## config.mk

```make
export PLATFORM = sky130hd
export DESIGN_NAME = urv_irq_timer_front_flat
export DESIGN_NICKNAME = d
export VERILOG_FILES = /design/src/rtl/urv_irq_timer_front_pkg.sv /design/src/rtl/urv_irq_timer_front_if.sv /design/src/rtl/urv_irq_sync.sv /design/src/rtl/urv_irq_timer_front.sv /design/src/flat_wrapper.sv
export SDC_FILE = /design/constraint.sdc
export NUM_CORES = 1
export LEC_CHECK = 0
export ABC_AREA = 0
export ABC_CLOCK_PERIOD_IN_PS = 2500
export CORE_MARGIN = 1.5
export CORE_UTILIZATION = 35
export DETAILED_ROUTE_END_ITERATION = 6
export PLACE_DENSITY = 0.55
export REMOVE_ABC_BUFFERS = 1
export SYNTH_ARGS = -nofsm -noshare
export SYNTH_HDL_FRONTEND = slang
export SYNTH_SLANG_ARGS = --single-unit
```

## constraint.sdc

```tcl
create_clock -name clk_i -period 2.5 [get_ports clk_i]
set_input_delay 0.5 -clock clk_i [delete_from_list [all_inputs] [get_ports clk_i]]
set_output_delay 0.5 -clock clk_i [all_outputs]
set_load 0.02 [all_outputs]
```

## src/rtl/urv_irq_timer_front_pkg.sv

```systemverilog
// Shared definitions for the IRQ/timer front-end: register map and
// CTRL/IRQ_STAT bit positions.
package urv_irq_timer_front_pkg;

   typedef enum logic [1:0] {
      URV_IRQT_CTRL     = 2'd0,
      URV_IRQT_PERIOD   = 2'd1,
      URV_IRQT_COUNT    = 2'd2,
      URV_IRQT_IRQ_STAT = 2'd3
   } urv_irqt_reg_e;

   localparam int URV_IRQT_NUM_IRQ         = 8;
   localparam int URV_IRQT_CTRL_EN_BIT     = 0;
   localparam int URV_IRQT_CTRL_EDGE_LSB   = 8;
   localparam int URV_IRQT_STAT_LEVEL_LSB  = 0;
   localparam int URV_IRQT_STAT_STICKY_LSB = 8;

endpackage

```

## src/rtl/urv_irq_timer_front_if.sv

```systemverilog
// Register port between the bus/CSR glue (master) and the front-end (slave).
interface urv_irq_timer_front_if;

   logic [1:0]  addr;
   logic [31:0] wdata;
   logic        we;
   logic [31:0] rdata;

   modport master (output addr, output wdata, output we, input rdata);
   modport slave  (input addr, input wdata, input we, output rdata);

endinterface

```

## src/rtl/urv_irq_sync.sv

```systemverilog
// One IRQ line: multi-flop synchroniser, edge/level qualification and a
// write-1-clear sticky edge flag.
module urv_irq_sync #(
   parameter int g_sync_stages = 2
) (
   input  logic clk_i,
   input  logic rst_i,
   input  logic irq_i,
   input  logic edge_mode_i,
   input  logic clr_i,
   output logic level_o,
   output logic irq_o,
   output logic sticky_o
);

   logic [g_sync_stages-1:0] sync_q;
   logic                     prev_q;
   logic                     rise;

   assign level_o = sync_q[g_sync_stages-1];
   assign rise    = level_o & ~prev_q;

   // prev_q tracks the synced level in both modes, so switching to edge
   // mode while the line is already high cannot fake a rising edge.
   always_ff @(posedge clk_i) begin
      if (rst_i) begin
         sync_q   <= '0;
         prev_q   <= 1'b0;
         irq_o    <= 1'b0;
         sticky_o <= 1'b0;
      end else begin
         sync_q <= {sync_q[g_sync_stages-2:0], irq_i};
         prev_q <= level_o;
         irq_o  <= edge_mode_i ? rise : level_o;
         if (edge_mode_i && rise)
            sticky_o <= 1'b1;
         else if (clr_i)
            sticky_o <= 1'b0;
      end
   end

endmodule

```

## src/rtl/urv_irq_timer_front.sv

```systemverilog
// Interrupt/timer front-end: 8 synchronised IRQ lines plus a prescaled
// periodic timer, controlled through a 4-word register port.
module urv_irq_timer_front
   import urv_irq_timer_front_pkg::*;
#(
   parameter int          g_sync_stages    = 2,
   parameter int          g_timer_div      = 1,
   parameter logic [31:0] g_default_period = 32'd0
) (
   input  logic                  clk_i,
   input  logic                  rst_i,
   input  logic [7:0]            irq_i,
   urv_irq_timer_front_if.slave  bus,
   output logic [7:0]            exp_irq_o,
   output logic                  exp_tick_o
);

   localparam logic [31:0] DIV_LAST = 32'(g_timer_div - 1);

   logic        timer_en;
   logic [7:0]  edge_mode;
   logic [31:0] period;
   logic [31:0] count;
   logic [31:0] presc;
   logic [7:0]  sync_level;
   logic [7:0]  sticky;
   logic [7:0]  stat_clr;
   logic        wr_ctrl;
   logic        wr_period;
   logic        wr_count;
   logic        step;

   assign wr_ctrl   = bus.we && (bus.addr == URV_IRQT_CTRL);
   assign wr_period = bus.we && (bus.addr == URV_IRQT_PERIOD);
   assign wr_count  = bus.we && (bus.addr == URV_IRQT_COUNT);
   assign stat_clr  = (bus.we && (bus.addr == URV_IRQT_IRQ_STAT)) ?
                      bus.wdata[URV_IRQT_STAT_STICKY_LSB +: 8] : 8'h00;
   assign step      = timer_en && (presc == DIV_LAST);

   for (genvar n = 0; n < URV_IRQT_NUM_IRQ; n++) begin : g_irq
      urv_irq_sync #(
         .g_sync_stages (g_sync_stages)
      ) u_sync (
         .clk_i       (clk_i),
         .rst_i       (rst_i),
         .irq_i       (irq_i[n]),
         .edge_mode_i (edge_mode[n]),
         .clr_i       (stat_clr[n]),
         .level_o     (sync_level[n]),
         .irq_o       (exp_irq_o[n]),
         .sticky_o    (sticky[n])
      );
   end

   // A software COUNT write takes priority over a timer step; PERIOD 0
   // freezes the counter so it never matches and never ticks.
   always_ff @(posedge clk_i) begin
      if (rst_i) begin
         timer_en   <= 1'b0;
         edge_mode  <= '0;
         period     <= g_default_period;
         count      <= '0;
         presc      <= '0;
         exp_tick_o <= 1'b0;
      end else begin
         exp_tick_o <= 1'b0;
         if (wr_ctrl) begin
            timer_en  <= bus.wdata[URV_IRQT_CTRL_EN_BIT];
            edge_mode <= bus.wdata[URV_IRQT_CTRL_EDGE_LSB +: 8];
         end
         if (wr_period)
            period <= bus.wdata;
         if (!timer_en || step)
            presc <= '0;
         else
            presc <= presc + 32'd1;
         if (wr_count) begin
            count <= bus.wdata;
         end else if (step && (period != 32'd0)) begin
            if (count == period) begin
               count      <= '0;
               exp_tick_o <= 1'b1;
            end else begin
               count <= count + 32'd1;
            end
         end
      end
   end

   always_comb begin
      bus.rdata = '0;
      case (urv_irqt_reg_e'(bus.addr))
         URV_IRQT_CTRL: begin
            bus.rdata[URV_IRQT_CTRL_EN_BIT]          = timer_en;
            bus.rdata[URV_IRQT_CTRL_EDGE_LSB +: 8]   = edge_mode;
         end
         URV_IRQT_PERIOD:   bus.rdata = period;
         URV_IRQT_COUNT:    bus.rdata = count;
         URV_IRQT_IRQ_STAT: begin
            bus.rdata[URV_IRQT_STAT_LEVEL_LSB +: 8]  = sync_level;
            bus.rdata[URV_IRQT_STAT_STICKY_LSB +: 8] = sticky;
         end
      endcase
   end

endmodule

```

## src/flat_wrapper.sv

```systemverilog
// flat-port wrapper written by rule: the top's interface ports become plain ports
module urv_irq_timer_front_flat import urv_irq_timer_front_pkg::*;
#(
   parameter int          g_sync_stages    = 2,
   parameter int          g_timer_div      = 1,
   parameter logic [31:0] g_default_period = 32'd0
)
  (clk_i, rst_i, irq_i, exp_irq_o, exp_tick_o, bus_addr, bus_wdata, bus_we, bus_rdata);
  urv_irq_timer_front_if bus_i ();
  input  logic clk_i;
  input  logic rst_i;
  input  logic [7:0] irq_i;
  output logic [7:0] exp_irq_o;
  output logic exp_tick_o;
  input wire logic [$bits(bus_i.addr)-1:0] bus_addr;
  input wire logic [$bits(bus_i.wdata)-1:0] bus_wdata;
  input wire logic [$bits(bus_i.we)-1:0] bus_we;
  output wire logic [$bits(bus_i.rdata)-1:0] bus_rdata;
  assign bus_i.addr = bus_addr;
  assign bus_i.wdata = bus_wdata;
  assign bus_i.we = bus_we;
  assign bus_rdata = bus_i.rdata;
  urv_irq_timer_front #(.g_sync_stages(g_sync_stages), .g_timer_div(g_timer_div), .g_default_period(g_default_period)) u_core (.clk_i(clk_i), .rst_i(rst_i), .irq_i(irq_i), .bus(bus_i), .exp_irq_o(exp_irq_o), .exp_tick_o(exp_tick_o));
endmodule
```

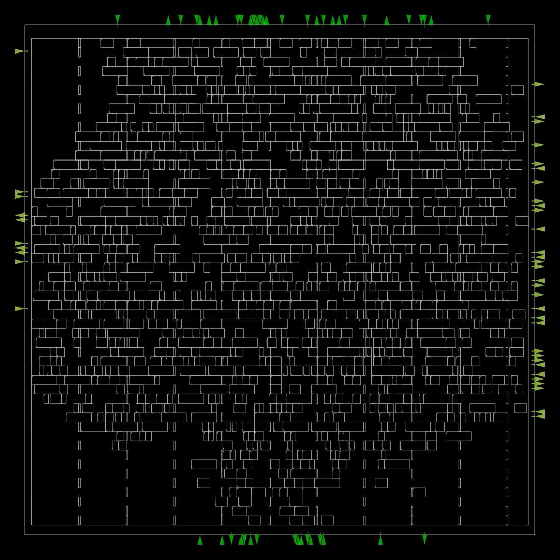
(images/placement.png)
site row count: 52
sequential cell area share: 30.8%

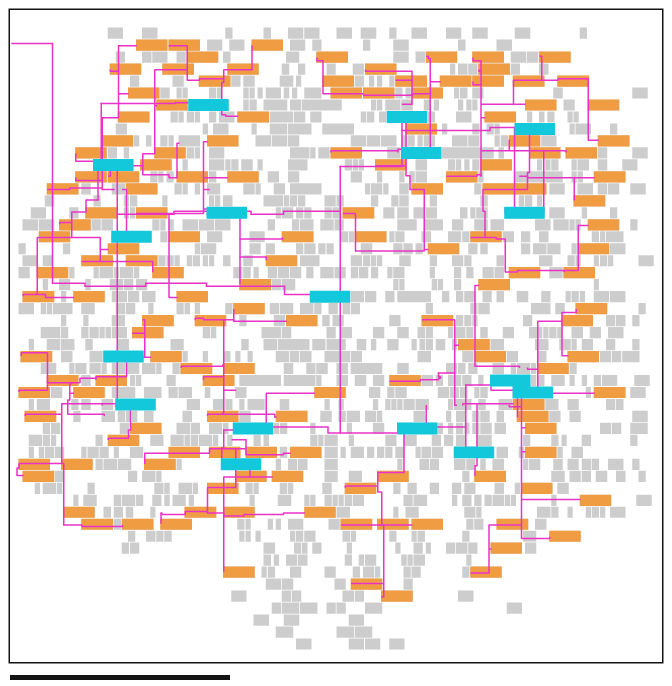
(images/clk_routes.png)
The bar under the picture is 50 um long.
[flip-flops] orange | count: 146
[clock wires] magenta | length: 2070 um
[clock drivers] cyan | count: 17
routed clock nets	18
flops lie	all over the die
Latency at later pin: 0.43 ns
final setup skew: 0.00658 ns
Clock group: 2490 uW

==> impl_metrics.toml <==
# physical design summary
[status]
status = "complete, no violations"

[finish]
largestRegisters = "u_core.count (32), u_core.period (32), u_core.presc (32)"
layout-drive-gt1-share_pct = 15.6
area.growth.synth_to_final_pct = 28.7
layout_top_cell = "dfxtp_1"
stdcell_count = 1328
final_layout_top_logic_cells = "dfxtp_1, nand2_1, a21oi_1"
antenna_cells = 0
layout.nets = 1098

[placement]
numPortBuffers = 85
placedCellCount = 1295

[timing]
finalCriticalPeriod_ns = 2.40
timing.hold.ws_ns = 0.434
hold_viol = 0
setup_viol = 0
setup_tns_ns = 0
slew_viol_final = 0
clock.fmax_mhz = 417
period_used_pct = 96.0
worstMarginPinSlew_ns = 0.632
grt_setup_unrepaired = "no"

[floorplanning]
core_mm2 = 0.0204
dieArea_mm2 = 0.0219
fp_util_pct = 36.0
chipWidth_um = 148
io_pins = 86

[route]
drt_iter0_markers = 582
ant_nets = 0
avgViaCountPerCell = 5.36
first_pass_iters = 5

[setup_path]
r2r-end = "u_core.count[25]$_SDFFE_PP0P_"
crit_chain = "dlygate4sd2_1 > buf_6 > ha_4 > bufbuf_16 > a222oi_1 > mux2i_1 > buf_4"
endpoint_kind = "output port"
crit_cells = 7
crit_slowest_cell = "a222oi_1"
cp_max_fo = 9
critical_path_class = "input pin to output port"
crit_path_start = "bus_addr[0]"
crit_arrival_ns = 1.90
slowest_delay_ns = 0.30
path_buffers = 4
crit_family = "buffers and inverters"
r2r_cells = 8
endpoint = "bus_rdata[14]"
worst-endpoint-required_ns = 2.00

[min_path]
holdCritPathClass = "flop to flop"
hold_start = "u_core.g_irq[2].u_sync.sync_q[0]$_SDFF_PP0_"
min_to = "u_core.g_irq[2].u_sync.sync_q[1]$_SDFF_PP0_"

[global_route]
overflow = 0
grt_pass1_wl_um = 36900
grtUsageMet1_pct = 29.3
met2_usage_pct = 34.5
grt_use_met3_pct = 3.65
grt_max_degree = 48
grt_pass1_vias = 6768
antenna_found_initial = 0

[cts]
cts_hold_buf = 0
cts-root-buf = "clkbuf_16"
cts_buffer_depth = 2
clk_pin_slew_ns = 0.06
cts_tree = "built"
htree_levels = 4

[power_and_ir_drop]
ir_worst_vdd_mv = 0.472
p_leak_uw = 0.00334

[yosys]
synth.distinct_cells = 53
postSynth.asyncResetShare_pct = 0
area_leaders = "dfxtp_1, nand2_1, a21oi_1, xnor2_1, nor2_1"
synth.logic.top_family = "simple AND/OR/NAND/NOR gates"
ys_sh_aoi_pct = 16.7
edf_count = 0
ys_cells = 928
synth_top_area_share_pct = 39.7
xor_share_pct = 6.78
yosys.area.top_type = "dfxtp_1"
yosysChipArea_mm2 = 0.00736
synthesis.area_mm2 = 0.00736
avgSynthCellArea_um2 = 7.94
simple_gate_area_share_pct = 28.7
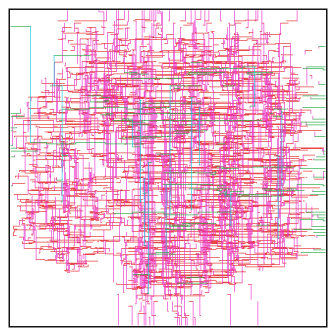
(images/wires.png)
layer	color	wire length
metal 4	cyan	560 um
metal 3	green	1180 um
metal 1	red	11000 um
metal 2	magenta	10500 um
routed len/inst: 17.5 um
Tot GR Track Use: 21.6%
via count: 7115
total wire length: 23200 um

## power by group
group	switching [uW]	internal [uW]
Combinational	403	339
Sequential	101	2410
Clock	1080	1410
## synth_stat cells (2+ instances only)
cell type,n
dfxtp_1,146
nand2_1,140
a21oi_1,83
nor2_1,76
clkbuf_1,51
nor2b_1,40
nand4_1,38
xnor2_1,38
nand3_1,37
o21ai_0,34
inv_1,24
a22oi_1,21
nor4_1,19
xor2_1,19
a222oi_1,16
and3_1,12
a21boi_0,9
a31oi_1,9
mux2i_1,9
and2_1,8
buf_2,8
buf_4,8
ha_1,8
nor3_1,8
or4_1,8
and4_1,7
or3_1,6
nand3b_1,5
o211ai_1,5
buf_1,4
o31ai_1,4
nand4_2,3
a32oi_1,2
and4b_1,2
nor4_2,2
o21ai_1,2
## cell type report
cell class / instances / area [um^2]
timing repair buffer: 171 / 1490
multi-input combinational: 685 / 4060
clock inverter: 13 / 130
clock buffer: 19 / 443
tap: 270 / 338
fill: 2094 / 11000
sequential: 146 / 2920
inverter: 24 / 90.1
## cell families after synthesis
family,count (synthesis)
simple gates,416
xor+xnor,57
fa+ha+maj,8
flops,146
buf+inv,97
mux,9
compound gates,195
## through the flow
stage	setup slack (ns)	cell area, um^2
global placement	-0.522	8930
floorplan	-0.317	7040
global route	0.0195	9480
finish	0.101	9480
detailed placement	-0.528	8930
CTS	0.0508	9460
## layer usage
metal	routed length (um)	up-vias
met5	0	-
met4	560	0
met3	1180	40
met2	10500	217
met1	11000	3337
li1	-	3521
## timing repair
item / in CTS / in global routing
setup buffers: 0 / 0
pin swaps: 12 / 0
resized: 131 / 2
setup endpoints to repair: 32 / 18
cloned: 1 / 0
Power figures rest on the tool's default switching activity, not on a simulated workload.
